==> config.mk <==
export PLATFORM = sky130hd
export DESIGN_NAME = pe_operand_feeder
export DESIGN_NICKNAME = d
export VERILOG_FILES = /design/src/rtl/pe_operand_feeder_pkg.sv /design/src/rtl/pe_operand_feeder_bank.sv /design/src/rtl/pe_operand_feeder.sv
export SDC_FILE = /design/constraint.sdc
export NUM_CORES = 1
export LEC_CHECK = 0
export ABC_CLOCK_PERIOD_IN_PS = 4350
export CORE_MARGIN = 4
export CORE_UTILIZATION = 55
export CTS_CLUSTER_DIAMETER = 80
export DETAILED_ROUTE_END_ITERATION = 10
export PLACE_DENSITY_LB_ADDON = 0.05
export SLEW_MARGIN = 20
export SYNTH_ARGS = -nofsm -noshare
export SYNTH_HDL_FRONTEND = slang
export SYNTH_SLANG_ARGS = --single-unit
==> constraint.sdc <==
create_clock -name clk -period 4.35 [get_ports clk]
set_input_delay 0.6525 -clock clk [delete_from_list [all_inputs] [get_ports clk]]
set_output_delay 0.6525 -clock clk [all_outputs]
set_load 0.005 [all_outputs]
### Floorplan with the power grid, run 1

The bar under the picture is 50 microns long. Pins as bars on the die edge.
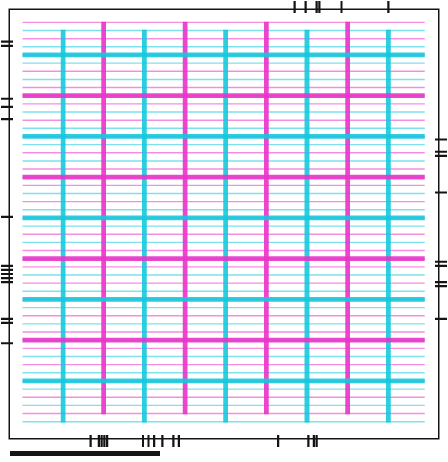
Key: VDD = magenta; VSS = cyan
The core has 49 rows. 9 straps on met4.
VDD IR-drop max: 409.7 uV
die width: 142.8 microns
die height: 142.8 microns

### Cell classes on the final placement, run 1

The bar under the picture is 50 microns long.
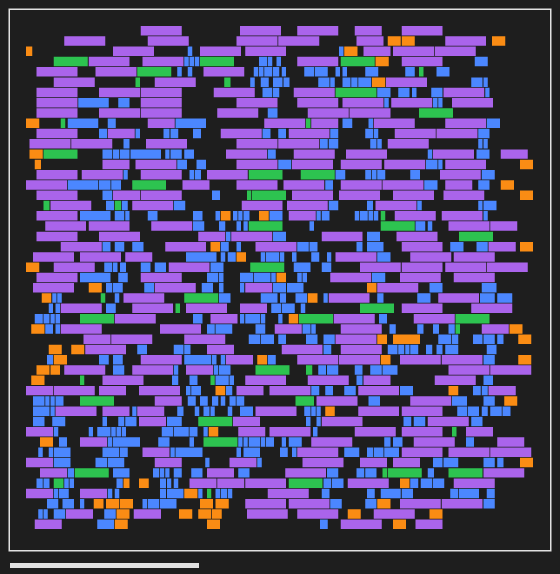
Key: remaining buffers and delay cells = orange [cells 65]; combinational and other logic = blue [cells 428]; clock drivers and dummy loads = green [cells 48]; sequential cells = purple [cells 248]
final core utilization: 64.36%
design area: 11,520 sq um
core area: 17,900 sq um
row count: 49

### Clock distribution, run 1

The bar under the picture is 50 microns long.
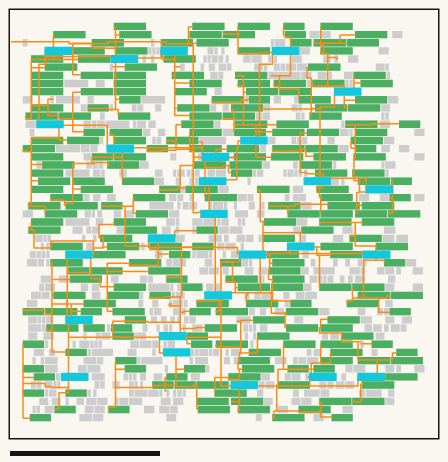
Key: clock wires = orange [length 2,690 microns]; clock drivers = cyan [count 26]; flip-flops = green [count 248]
Position of the flops: all over the die.
Max Clock Skew: 9.307 ps
Clock power frac: 43.6%
clock network power: 2070 uW
clk_lat worst skew: 510 ps

==> flow_summary.ini, run 1 <==
; synthesis and place-and-route metrics
[sta]
rsz0062_at_grt = no
worst_slew_pin_slew_ps = 1101
fin_ws_ps = 606.9
slew_headroom_pct = 26.36
setup_viol = 0
fin_tns_setup_ps = 0
hold_ws_ps = 472.9
max_freq_mhz = 267.2
finalClockPeriodUsage_pct = 86.05
drv_slew = 0
hold_viol = 0

[logic_synthesis]
yosysChipArea_sq_um = 10000
synthDistinctLibCells = 54
ys_seq_share_pct = 68.86
synth_cells = 712
mux_area_share_pct = 5.217
synthAoiAreaFrac_pct = 10.03
top_cells_by_count = edfxtp_1, nand2_1, dfxtp_1, nor2_1, mux2i_1
synth.ff_latch_count = 248
async_flop_share_pct = 0
synth_adder_area_share_pct = 1.626
ys_cells = 712
synthDominantCellAreaShare_pct = 57.65
ys_top_cells_by_area = edfxtp_1, dfxtp_1, mux2i_1
synth_top_cell_by_area = edfxtp_1
synth_area_sq_um = 10000
syn-num-nets = 740
ys_top_logic_family = simple AND/OR/NAND/NOR gates
edf_count = 192

[pwr]
netSwitchingFraction_pct = 19.70
power.leakage_uw = 0.003748
cellPowerDensity_nw_per_um2 = 411.2
power_frac_seq_pct = 54.3
total_power_uw = 4737

[hold_path]
hp-class = register to register
hold_depth = 2

[critical_path]
worstPathCellList = ha_1 -> nor2_1 -> inv_1 -> ha_1 -> or3_1 -> and2_1 -> a2111oi_0 -> o41ai_1
slowest_delay_ps = 680
arrival_ps = 4110
crit_top_cell = ha_1
cp-end-kind = register
critPathBufInv = 1
path_class = register to register
slowest_stage = dfxtp_1
crit_fanout = 17
cpLargestDelayFamily = simple AND/OR/NAND/NOR gates
r2r_cells = 8
regToRegSetupSlack_ps = 610
path_depth = 8

[cts]
path_clk_slew_ps = 60
cts_setup_buffers = 0
cts_tree = yes
cts_buffer_depth = 3
cts_htree_levels = 1
numCtsBuffers = 26
root_buffer = clkbuf_16
cts_resized = 0
cts_sinks = 248

[routing]
vias = 6127
wl_met2_microns = 11390
antenna_left = 0
wl_met3_microns = 1343
dr.first_iter.drc_count = 454
wl_per_cell_microns = 22.72
wirelength_microns = 23130
drt_drc_violations_left = 0
dr.pass1.iters = 5
vias_per_cell = 6.019
wl_met1_microns = 9897

[place]
dpl_cell_area_sq_um = 10740
io_buffers = 43
dp_hpwl_microns = 14410
gp_congestion = 0.8329
dp.cells = 970
pre_cts_ws_ps = 682.3

[global_routing]
antenna_found_initial = 0
grt_usage_pct = 22.85
grt_pass1_vias = 6380
use_met3_pct = 4.320
grt_max_degree = 53
grtUsageMet1_pct = 30.55
grt_use_met2_pct = 38.20

[layout]
final_net_count = 797
stdcell_count = 1018
fill_cells = 1299
layout_top_cell = edfxtp_1
drive_above_1_share_pct = 11.15
largest_reg_flops = 192
antenna_cells = 0

[flow_run]
maxCapViolCount = 0
tool_warnings = 30

[floorplan]
die_area_sq_um = 20400
fp_util_pct = 55.86
ioPinCount = 44

[run_status]
status = completed
run 1: power by group through the flow:
stage	combinational (uW)	sequential [uW]	clock, uW
2_1_floorplan	35.2	2620	0
3_3_place_gp	94.6	2620	0
3_5_place_dp	99.2	2620	0
4_1_cts	99.6	2570	2090
5_1_grt	107	2570	2200
6_report	97.6	2570	2070
run 1: layout make-up:
class | count | share of cell area (%)
Tap cell | 229 | 2.487
Multi-Input combinational cell | 410 | 25.07
Timing Repair Buffer | 65 | 5.148
Clock inverter | 11 | 0.6625
Inverter | 18 | 0.5864
Clock buffer | 37 | 6.277
Sequential cell | 248 | 59.77
## Run 2: what changed since run 1
Settings changed: CORE_UTILIZATION 55 to 25, TNS_END_PERCENT from default to 50.
### Floorplan with the power grid, run 2

The bar under the picture is 50 microns long. Pins as bars on the die edge.
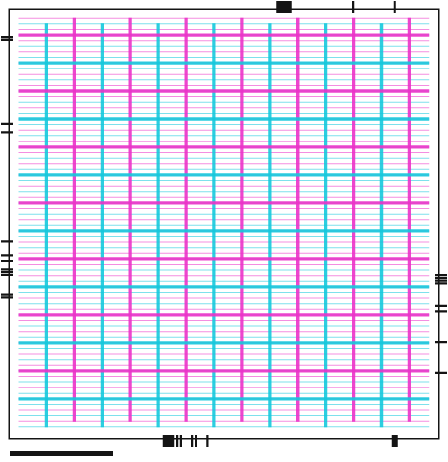
Key: VSS = cyan; VDD = magenta
14 straps on met5. The core has 73 rows. 14 straps on met4. 44 signal pins sit on the boundary. 74 met1 rails follow the rows.
die height: 208.0 microns
die width: 208.0 microns

==> flow_summary.ini, run 2 <==
; synthesis and place-and-route metrics
[run_status]
status = completed

[layout]
final-nonclk-buf-share_pct = 4.961
fin_area_sq_um = 12060
logic_gate_count = 410
nClkBuffers = 35
clock_area_share_pct = 8.001
largest_cell_class = flip-flops and latches
flops = 248
comb_share_pct = 23.91
drive_above_1_share_pct = 12.20
final_util_pct = 30.41
n_all_inverters = 18

[sta]
worst_slew_pin_slew_ps = 1051
rsz0062_at_grt = no
drv_slew = 0
fin_ws_ps = 988.1
setup_viol = 0
slew_headroom_pct = 29.69

[critical_path]
cpLargestDelayFamily = simple AND/OR/NAND/NOR gates
r2r_cells = 9
slowest_stage = a2111oi_0
path_depth = 9
crit_fanout = 16
crit_top_cell = ha_1
critPathBufInv = 2
cp-end-kind = register

[logic_synthesis]
mux_area_share_pct = 5.217
async_flop_share_pct = 0
top_cells_by_count = edfxtp_1, nand2_1, dfxtp_1, nor2_1, mux2i_1
ys_top_cells_by_area = edfxtp_1, dfxtp_1, mux2i_1
ys_cells = 712
ys_top_logic_family = simple AND/OR/NAND/NOR gates
syn-num-nets = 740
synth_top_cell_by_area = edfxtp_1
edf_count = 192

[floorplan]
fp_util_pct = 25.23
n_tap_cell = 525
die_area_sq_um = 43270
coreArea_sq_um = 39640
row_count = 73

[cts]
path_clk_slew_ps = 60
cts_sinks = 248
cts_resized = 0
cts_htree_levels = 1

[routing]
wl_met1_microns = 12210
dr.pass1.iters = 4
vias = 6005
drt_drc_violations_left = 0
antenna_left = 0
wl_per_cell_microns = 20.46
wl_met2_microns = 13300

[place]
dp_hpwl_microns = 17540
pre_cts_ws_ps = 964.4
gp_congestion = 0.7369

[global_routing]
grt_usage_pct = 12.36
use_met3_pct = 2.367
grt_max_degree = 49
grtUsageMet1_pct = 16.06

[flow_run]
maxCapViolCount = 0

[hold_path]
hp-class = register to register
hold_depth = 1

[pwr]
power.leakage_uw = 0.003833
vdd_drop_max_uv = 282.4
## run 2: cell counts after synthesis
No cell type changed its count.
## run 2: worst reg2reg max path, cell delays in order, from the launching register on
cell	delay, ps
dfxtp_1	350
buf_4	240
ha_1	300
nor2_1	270
inv_1	130
ha_1	220
or3_1	530
and2_1	470
a2111oi_0	630
o41ai_1	110
## run 2: power by group
group / internal [uW] / switching (uW) / total, uW
Clock: 1500 / 957 / 2460
Combinational: 32.4 / 74.7 / 107
Sequential: 2560 / 7.85 / 2570
## run 2: per-stage QoR
| stage | power, uW | instances |
|---|---|---|
| 3_3_place_gp | 2731 | 1267 |
| 5_1_grt | 5336 | 1320 |
| 4_1_cts | 5226 | 1320 |
| 2_1_floorplan | 2655 | 712 |
| 6_report | 5135 | 1320 |
| 3_5_place_dp | 2735 | 1267 |
No activity file was given, so power comes from the tool's default toggle rates.
